$ cat src/rtl/adc_sar_pkg.sv
// Shared types and helpers for the adc_sar scan sequencer.
// Latency: n/a (types, constants and a pure combinational function).
// Backpressure: n/a.
package adc_sar_pkg;

    typedef enum logic [2:0] {
        IDLE   = 3'd0,
        SETTLE = 3'd1,
        SOC    = 3'd2,
        CONV   = 3'd3,
        NEXT   = 3'd4
    } seq_state_t;

    // Extra accumulator headroom so up to 8 full-scale samples can be summed.
    localparam int ADC_SEQ_ACC_EXTRA = 3;

    // Returns {wrap, idx}: idx is the lowest set bit strictly above cur.
    // When no such bit exists, wrap=1 and idx is the lowest set bit overall.
    // Calling with cur=15 therefore always yields the lowest set bit.
    function automatic logic [4:0] next_channel(input logic [15:0] mask,
                                                input logic [3:0]  cur);
        logic       found;
        logic       low_found;
        logic [3:0] idx;
        logic [3:0] low;
        found     = 1'b0;
        low_found = 1'b0;
        idx       = 4'd0;
        low       = 4'd0;
        for (int i = 0; i < 16; i++) begin
            if (mask[i] && !low_found) begin
                low       = 4'(i);
                low_found = 1'b1;
            end
            if (mask[i] && !found && (i > int'(cur))) begin
                idx   = 4'(i);
                found = 1'b1;
            end
        end
        return found ? {1'b0, idx} : {1'b1, low};
    endfunction

endpackage

$ cat src/rtl/adc_sar_sequencer_if.sv
// ADC-side handshake and tagged-result bus of the scan sequencer.
// Latency: n/a (wiring only).
// Backpressure: none; res_valid is a strobe, the adc side paces via adc_eoc.
interface adc_sar_sequencer_if #(
    parameter int N   = 12,
    parameter int NCH = 4
);
    localparam int CW = (NCH > 1) ? $clog2(NCH) : 1;

    logic [CW-1:0] ch_sel;
    logic          adc_soc;
    logic          adc_eoc;
    logic          adc_eoc_it;
    logic [N-1:0]  adc_dout;
    logic          res_valid;
    logic [CW-1:0] res_ch;
    logic [N-1:0]  res_data;

    modport master (
        output ch_sel, adc_soc, res_valid, res_ch, res_data,
        input  adc_eoc, adc_eoc_it, adc_dout
    );

    modport slave (
        input  ch_sel, adc_soc, res_valid, res_ch, res_data,
        output adc_eoc, adc_eoc_it, adc_dout
    );
endinterface

$ cat src/rtl/adc_sar_seq_chpick.sv
// Priority picker: next enabled channel above cur, plus lowest enabled channel of a fresh mask.
// Latency: combinational.
// Backpressure: n/a.
module adc_sar_seq_chpick
    import adc_sar_pkg::*;
#(
    parameter int NCH = 4,
    parameter int CW  = 2
) (
    input  logic [NCH-1:0] mask,
    input  logic [CW-1:0]  cur,
    input  logic [NCH-1:0] new_mask,
    output logic [CW-1:0]  nxt,
    output logic           wrap,
    output logic [CW-1:0]  first
);

    logic [15:0] mask16;
    logic [15:0] new16;
    logic [3:0]  cur4;
    logic [4:0]  r_nxt;
    logic [4:0]  r_first;
    // Index bits above CW are always zero for a legal NCH; fold them into a sink.
    logic        unused_bits;

    // Widen to the 16-channel helper and narrow the answers back to CW bits.
    always_comb begin
        mask16              = '0;
        new16               = '0;
        cur4                = '0;
        mask16[NCH-1:0]     = mask;
        new16[NCH-1:0]      = new_mask;
        cur4[CW-1:0]        = cur;
        r_nxt               = next_channel(mask16, cur4);
        r_first             = next_channel(new16, 4'hF);
        nxt                 = r_nxt[CW-1:0];
        wrap                = r_nxt[4];
        first               = r_first[CW-1:0];
    end

    assign unused_bits = ^{r_nxt, r_first};

endmodule

$ cat src/rtl/adc_sar_sequencer.sv
// Multi-channel SAR scan controller: mux select, settle wait, soc/eoc handshake, tagged results.
// Latency: result strobe one cycle after the last adc_eoc_it of a channel; ch_sel valid the cycle after start.
// Backpressure: paced only by adc_eoc/adc_eoc_it with a TIMEOUT guard; ADC_SEQ_AVERAGING_EN adds per-channel averaging.
module adc_sar_sequencer
    import adc_sar_pkg::*;
#(
    parameter int N        = 12,
    parameter int NCH      = 4,
    parameter int SETTLE_W = 4,
    parameter int TIMEOUT  = 1023
) (
    input  logic                clk,
    input  logic                rst,
    input  logic                enable,
    input  logic                start,
    input  logic                stop,
    input  logic                continuous,
    input  logic [NCH-1:0]      ch_mask,
    input  logic [SETTLE_W-1:0] settle,
    input  logic [1:0]          avg_log2,
    output logic                busy,
    output logic                seq_done,
    output logic                err_timeout,
    adc_sar_sequencer_if.master bus
);

    localparam int CW = (NCH > 1) ? $clog2(NCH) : 1;
    localparam int TW = $clog2(TIMEOUT + 1);

    localparam logic [2:0] ST_IDLE   = IDLE;
    localparam logic [2:0] ST_SETTLE = SETTLE;
    localparam logic [2:0] ST_SOC    = SOC;
    localparam logic [2:0] ST_CONV   = CONV;
    localparam logic [2:0] ST_NEXT   = NEXT;

    logic [2:0]          state;
    logic [NCH-1:0]      mask_q;
    logic [CW-1:0]       ch_q;
    logic [CW-1:0]       nxt_ch;
    logic [CW-1:0]       first_ch;
    logic                wrap;
    logic [SETTLE_W-1:0] set_cnt;
    logic [TW-1:0]       tmo_cnt;
    logic                tmo_hit;
    logic                soc_q;
    logic                res_vld_q;
    logic [CW-1:0]       res_ch_q;
    logic [N-1:0]        res_dat_q;
    logic                done_q;
    logic                tmo_q;
    logic                stop_pend;
    logic                stop_eff;

`ifdef ADC_SEQ_AVERAGING_EN
    localparam int AW = N + ADC_SEQ_ACC_EXTRA;
    logic [AW-1:0] acc_q;
    logic [AW-1:0] acc_sum;
    logic [2:0]    smp_cnt;
    logic [1:0]    avg_q;
    logic          last_smp;

    assign acc_sum  = acc_q + AW'(bus.adc_dout);
    assign last_smp = (smp_cnt == 3'((4'd1 << avg_q) - 4'd1));
`else
    // Without averaging the sample-count input has no effect.
    logic unused_avg;
    assign unused_avg = ^avg_log2;
`endif

    adc_sar_seq_chpick #(
        .NCH (NCH),
        .CW  (CW)
    ) u_pick (
        .mask     (mask_q),
        .cur      (ch_q),
        .new_mask (ch_mask),
        .nxt      (nxt_ch),
        .wrap     (wrap),
        .first    (first_ch)
    );

    // A stop seen in the same cycle as NEXT counts as pending.
    assign stop_eff = stop_pend | stop;
    assign tmo_hit  = ((state == ST_SOC) || (state == ST_CONV)) &&
                      (tmo_cnt == TW'(TIMEOUT - 1));

    // Scan FSM, handshake driver, timeout guard and registered result outputs.
    always_ff @(posedge clk) begin
        if (rst) begin
            state     <= ST_IDLE;
            mask_q    <= '0;
            ch_q      <= '0;
            set_cnt   <= '0;
            tmo_cnt   <= '0;
            soc_q     <= 1'b0;
            res_vld_q <= 1'b0;
            res_ch_q  <= '0;
            res_dat_q <= '0;
            done_q    <= 1'b0;
            tmo_q     <= 1'b0;
            stop_pend <= 1'b0;
`ifdef ADC_SEQ_AVERAGING_EN
            acc_q     <= '0;
            smp_cnt   <= '0;
            avg_q     <= '0;
`endif
        end else if (!enable) begin
            // Abort: drop everything in flight, no result and no done pulse.
            state     <= ST_IDLE;
            soc_q     <= 1'b0;
            res_vld_q <= 1'b0;
            done_q    <= 1'b0;
            tmo_q     <= 1'b0;
            stop_pend <= 1'b0;
            tmo_cnt   <= '0;
            set_cnt   <= '0;
        end else begin
            res_vld_q <= 1'b0;
            done_q    <= 1'b0;
            tmo_q     <= 1'b0;
            if (tmo_cnt != TW'(TIMEOUT)) tmo_cnt <= tmo_cnt + 1'b1;
            if ((state != ST_IDLE) && stop) stop_pend <= 1'b1;

            case (state)
                ST_IDLE: begin
                    tmo_cnt   <= '0;
                    stop_pend <= 1'b0;
`ifdef ADC_SEQ_AVERAGING_EN
                    acc_q     <= '0;
                    smp_cnt   <= '0;
`endif
                    if (start && (ch_mask != '0)) begin
                        mask_q  <= ch_mask;
                        ch_q    <= first_ch;
                        set_cnt <= '0;
                        state   <= ST_SETTLE;
`ifdef ADC_SEQ_AVERAGING_EN
                        avg_q   <= avg_log2;
`endif
                    end
                end

                ST_SETTLE: begin
                    if (set_cnt >= settle) begin
                        state   <= ST_SOC;
                        tmo_cnt <= '0;
                    end else begin
                        set_cnt <= set_cnt + 1'b1;
                    end
                end

                ST_SOC: begin
                    if (tmo_hit) begin
                        soc_q     <= 1'b0;
                        tmo_q     <= 1'b1;
                        stop_pend <= 1'b0;
                        state     <= ST_IDLE;
                    end else if (!soc_q) begin
                        if (bus.adc_eoc) soc_q <= 1'b1;
                    end else if (!bus.adc_eoc) begin
                        // The adc has taken the request; release soc and wait for the result.
                        soc_q   <= 1'b0;
                        state   <= ST_CONV;
                        tmo_cnt <= '0;
                    end
                end

                ST_CONV: begin
                    if (tmo_hit) begin
                        tmo_q     <= 1'b1;
                        stop_pend <= 1'b0;
                        state     <= ST_IDLE;
                    end else if (bus.adc_eoc_it) begin
                        tmo_cnt <= '0;
`ifdef ADC_SEQ_AVERAGING_EN
                        if (last_smp) begin
                            res_vld_q <= 1'b1;
                            res_ch_q  <= ch_q;
                            res_dat_q <= N'(acc_sum >> avg_q);
                            acc_q     <= '0;
                            smp_cnt   <= '0;
                            state     <= ST_NEXT;
                        end else begin
                            // Back-to-back conversion on the same channel, no resettle.
                            acc_q     <= acc_sum;
                            smp_cnt   <= smp_cnt + 1'b1;
                            state     <= ST_SOC;
                        end
`else
                        res_vld_q <= 1'b1;
                        res_ch_q  <= ch_q;
                        res_dat_q <= bus.adc_dout;
                        state     <= ST_NEXT;
`endif
                    end
                end

                ST_NEXT: begin
                    tmo_cnt <= '0;
                    if (!wrap && !stop_eff) begin
                        ch_q    <= nxt_ch;
                        set_cnt <= '0;
                        state   <= ST_SETTLE;
                    end else begin
                        done_q    <= 1'b1;
                        stop_pend <= 1'b0;
                        if (wrap && continuous && !stop_eff) begin
                            // Rescan picks up whatever mask software holds now.
                            mask_q <= ch_mask;
                            if (ch_mask != '0) begin
                                ch_q    <= first_ch;
                                set_cnt <= '0;
                                state   <= ST_SETTLE;
                            end else begin
                                state   <= ST_IDLE;
                            end
                        end else begin
                            state <= ST_IDLE;
                        end
                    end
                end

                default: state <= ST_IDLE;
            endcase
        end
    end

    assign busy           = (state != ST_IDLE);
    assign seq_done       = done_q;
    assign err_timeout    = tmo_q;
    assign bus.ch_sel     = ch_q;
    assign bus.adc_soc    = soc_q;
    assign bus.res_valid  = res_vld_q;
    assign bus.res_ch     = res_ch_q;
    assign bus.res_data   = res_dat_q;

endmodule

$ cat src/flat_wrapper.sv
// flat-port wrapper written by rule: the top's interface ports become plain ports
module adc_sar_sequencer_flat import adc_sar_pkg::*;
#(
    parameter int N        = 12,
    parameter int NCH      = 4,
    parameter int SETTLE_W = 4,
    parameter int TIMEOUT  = 1023
)
  (clk, rst, enable, start, stop, continuous, ch_mask, settle, avg_log2, busy, seq_done, err_timeout, bus_ch_sel, bus_adc_soc, bus_res_valid, bus_res_ch, bus_res_data, bus_adc_eoc, bus_adc_eoc_it, bus_adc_dout);
  adc_sar_sequencer_if #(.N(N), .NCH(NCH)) bus_i ();
  input  logic clk;
  input  logic rst;
  input  logic enable;
  input  logic start;
  input  logic stop;
  input  logic continuous;
  input  logic [NCH-1:0] ch_mask;
  input  logic [SETTLE_W-1:0] settle;
  input  logic [1:0] avg_log2;
  output logic busy;
  output logic seq_done;
  output logic err_timeout;
  output wire logic [$bits(bus_i.ch_sel)-1:0] bus_ch_sel;
  output wire logic [$bits(bus_i.adc_soc)-1:0] bus_adc_soc;
  output wire logic [$bits(bus_i.res_valid)-1:0] bus_res_valid;
  output wire logic [$bits(bus_i.res_ch)-1:0] bus_res_ch;
  output wire logic [$bits(bus_i.res_data)-1:0] bus_res_data;
  input wire logic [$bits(bus_i.adc_eoc)-1:0] bus_adc_eoc;
  input wire logic [$bits(bus_i.adc_eoc_it)-1:0] bus_adc_eoc_it;
  input wire logic [$bits(bus_i.adc_dout)-1:0] bus_adc_dout;
  assign bus_ch_sel = bus_i.ch_sel;
  assign bus_adc_soc = bus_i.adc_soc;
  assign bus_res_valid = bus_i.res_valid;
  assign bus_res_ch = bus_i.res_ch;
  assign bus_res_data = bus_i.res_data;
  assign bus_i.adc_eoc = bus_adc_eoc;
  assign bus_i.adc_eoc_it = bus_adc_eoc_it;
  assign bus_i.adc_dout = bus_adc_dout;
  adc_sar_sequencer #(.N(N), .NCH(NCH), .SETTLE_W(SETTLE_W), .TIMEOUT(TIMEOUT)) u_core (.clk(clk), .rst(rst), .enable(enable), .start(start), .stop(stop), .continuous(continuous), .ch_mask(ch_mask), .settle(settle), .avg_log2(avg_log2), .busy(busy), .seq_done(seq_done), .err_timeout(err_timeout), .bus(bus_i));
endmodule
$ cat config.mk
export PLATFORM = sky130hd
export DESIGN_NAME = adc_sar_sequencer_flat
export DESIGN_NICKNAME = d
export VERILOG_FILES = /design/src/rtl/adc_sar_pkg.sv /design/src/rtl/adc_sar_sequencer_if.sv /design/src/rtl/adc_sar_seq_chpick.sv /design/src/rtl/adc_sar_sequencer.sv /design/src/flat_wrapper.sv
export SDC_FILE = /design/constraint.sdc
export NUM_CORES = 1
export LEC_CHECK = 0
export CAP_MARGIN = 40
export CORE_ASPECT_RATIO = 0.9
export CORE_MARGIN = 2
export CORE_UTILIZATION = 28
export CTS_CLUSTER_DIAMETER = 150
export CTS_CLUSTER_SIZE = 14
export DETAILED_ROUTE_END_ITERATION = 10
export GPL_TIMING_DRIVEN = 0
export PLACE_DENSITY = 0.5
export SYNTH_ARGS = -nofsm -noshare
export SYNTH_HDL_FRONTEND = slang
export SYNTH_SLANG_ARGS = --single-unit
$ cat constraint.sdc
create_clock -name clk -period 2.5 [get_ports clk]
set_clock_uncertainty 0.15 [all_clocks]
set_input_delay 0.625 -clock clk [delete_from_list [all_inputs] [get_ports clk]]
set_output_delay 0.625 -clock clk [all_outputs]
set_load 0.005 [all_outputs]
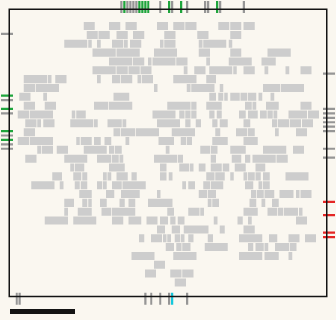
Fig. 1. Pin placement.
Bar = 20 um. Pins as bars across the die edge, other pins in grey.
| colour | port | pins | direction | edge |
|---|---|---|---|---|
| cyan | bus_adc_eoc | 1 | input | bottom |
| red | settle | 4 | input | right |
| green | bus_res_data | 12 | output | 8 top, 4 left |

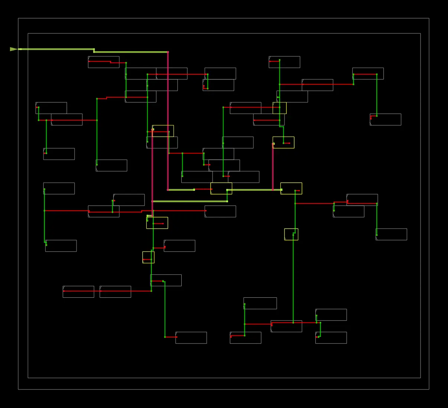
Fig. 2. The clock network.
clock buffers: 5
Clock Power: 0.459 mW
CTS Buf Count: 5
clk sink count: 42

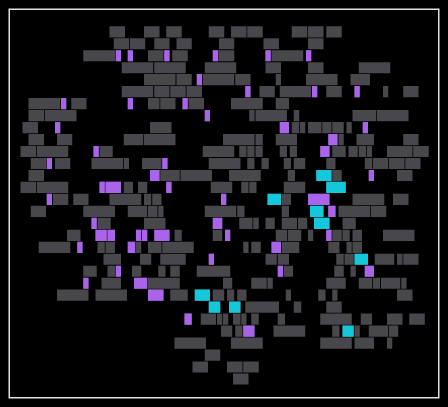
Fig. 3. Gate-type map.
| colour | family | cells | most used |
|---|---|---|---|
| cyan | AND-OR and OR-AND gates | 10 | a21o_1 |
| purple | NOR gates | 52 | nor2_1 |
Commonest Layout Cell: clkdlybuf4s50_1
Layout Cells excl Fill: 396
logic share of the area: 0.442

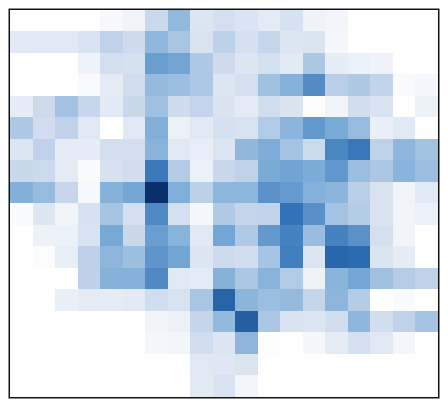
Fig. 4. Wire density map.
The die is cut into 19 by 18 equal tiles; white is low, dark blue is high, scaled to the fullest tile. Values are wire area over tile area, all layers added.
mean over tiles: 0.094
tiles over half the peak: 9.4%
nearly empty tiles: 24%
emptiest ninth of the die: bottom left
wirelength, routed: 5170 um
via count: 1921

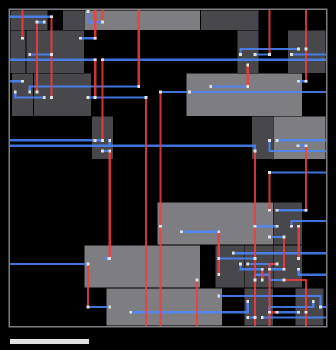
Fig. 5. Zoomed window.
Bar = 5 um. Window x 39 to 59, y 52 to 72 um. Cells in grey, sequential cells in the stronger grey; small squares are vias.
| colour | layer |
|---|---|
| blue | metal 1 |
| red | metal 2 |
cells with their middle in the window: 17
sequential cells in the window: 4
netlist names of flops here include: u_core.mask_q (2)
most frequent: dfxtp_1 (4)

==> impl_metrics.yaml <==
# implementation run metrics
cells_and_area:
  utilization: 0.381
  nNonClkInverters: 7
  largest_reg_flops: 12
  dominant_cells: "combinational gates"
  drive_gt1_frac: 0.107
  final-clk-cell-share: 0.0325
  design_area_mm2: 0.00289
  multi_input_comb_cells: 186
  nFillCells: 806
  area_growth_pct: 31.9
  seq-cell-share: 0.291
  nonClkBufAreaFrac: 0.184
  num_antenna_cells: 0
  seq_cells: 42
  layout.nets: 336
drt:
  dr_wl_met2_um: 2280
  top_layer: "met4"
  wl_met1_um: 2610
  postRouteAntennaNets: 0
  wl_met3_um: 216
power:
  p_comb_mw: 0.158
  power_frac_seq: 0.526
  power_density_mw_per_mm2: 451
  p_sw_frac: 0.261
  p_total_mw: 1.30
  p_sw_mw: 0.340
  p_leak_nw: 1.11
  maxPowerGroup: "sequential cells"
  p_clk_frac: 0.353
yosys:
  top_cells_by_count: "dfxtp_1 (42), nor2_1 (34), mux2i_1 (16)"
  syn_area_per_cell_um2: 8.98
  yosys-stat-cells: 244
  topCombFamilyByArea: "simple AND/OR/NAND/NOR gates"
  ys_async_sr_fraction: 0
  yosys_warnings: 0
  postSynthSeqShare: 0.384
  ys_area_mm2: 0.00219
  synthCells: 244
  synthSimpleGateAreaFrac: 0.260
  yosysUniqueCellTypes: 57
critical_path:
  critPathKind: "primary input to register"
  cp-startpoint: "ch_mask[3]"
  critPathSlowestCell: "or4_1"
  crit_chain: "clkdlybuf4s50_1, or4_1, a31o_1, o211a_1, nor2_1, a311oi_2"
  r2r_start: "u_core.tmo_cnt[0]"
  required_ps: 2520
  endpoint_kind: "register"
  slowest_delay_ps: 580
  worstSetupEndpoint: "u_core.bus.ch_sel[0]"
  path_buffers: 1
  ff2ff_path_depth: 8
placement:
  pre_cts_ws_ps: -243
  dpl.hpwl_um: 3870
  dpl_cell_area_mm2: 0.00279
  dp_cells: 388
  port_buffers: 48
hold_path:
  min_path_type: "register to register"
  whs_path_depth: 2
  min-delay-start: "u_core.bus.res_data[9]"
grt:
  grtUsageMet3: 0.0327
  antenna_found_initial: 0
  track_usage: 0.128
  use_met2: 0.205
floorplanning:
  core_mm2: 0.00758
  rows: 30
  die_x_um: 97.2
clock_tree:
  clk_path_buf_depth: 2
  cts_tree: "done"
  root_buffer: "clkbuf_8"
  hold_buffers: 0
  h-tree-depth: 2
  cts.repair.resized: 2
timing:
  fmax_ghz: 0.414
  maxSlewViolCount: 0
  fin_ws_ps: 85.9
  slew_headroom: 0.587
  hold_viol_final: 0
  finalSetupTns_ps: 0
  worst_slew_pin_slew_ps: 614
flow_run:
  cap_viol_max_count: 0
  openroad.warnings: 29
outcome:
  status: "complete, no violations"
No activity file was given, so power comes from the tool's default toggle rates.
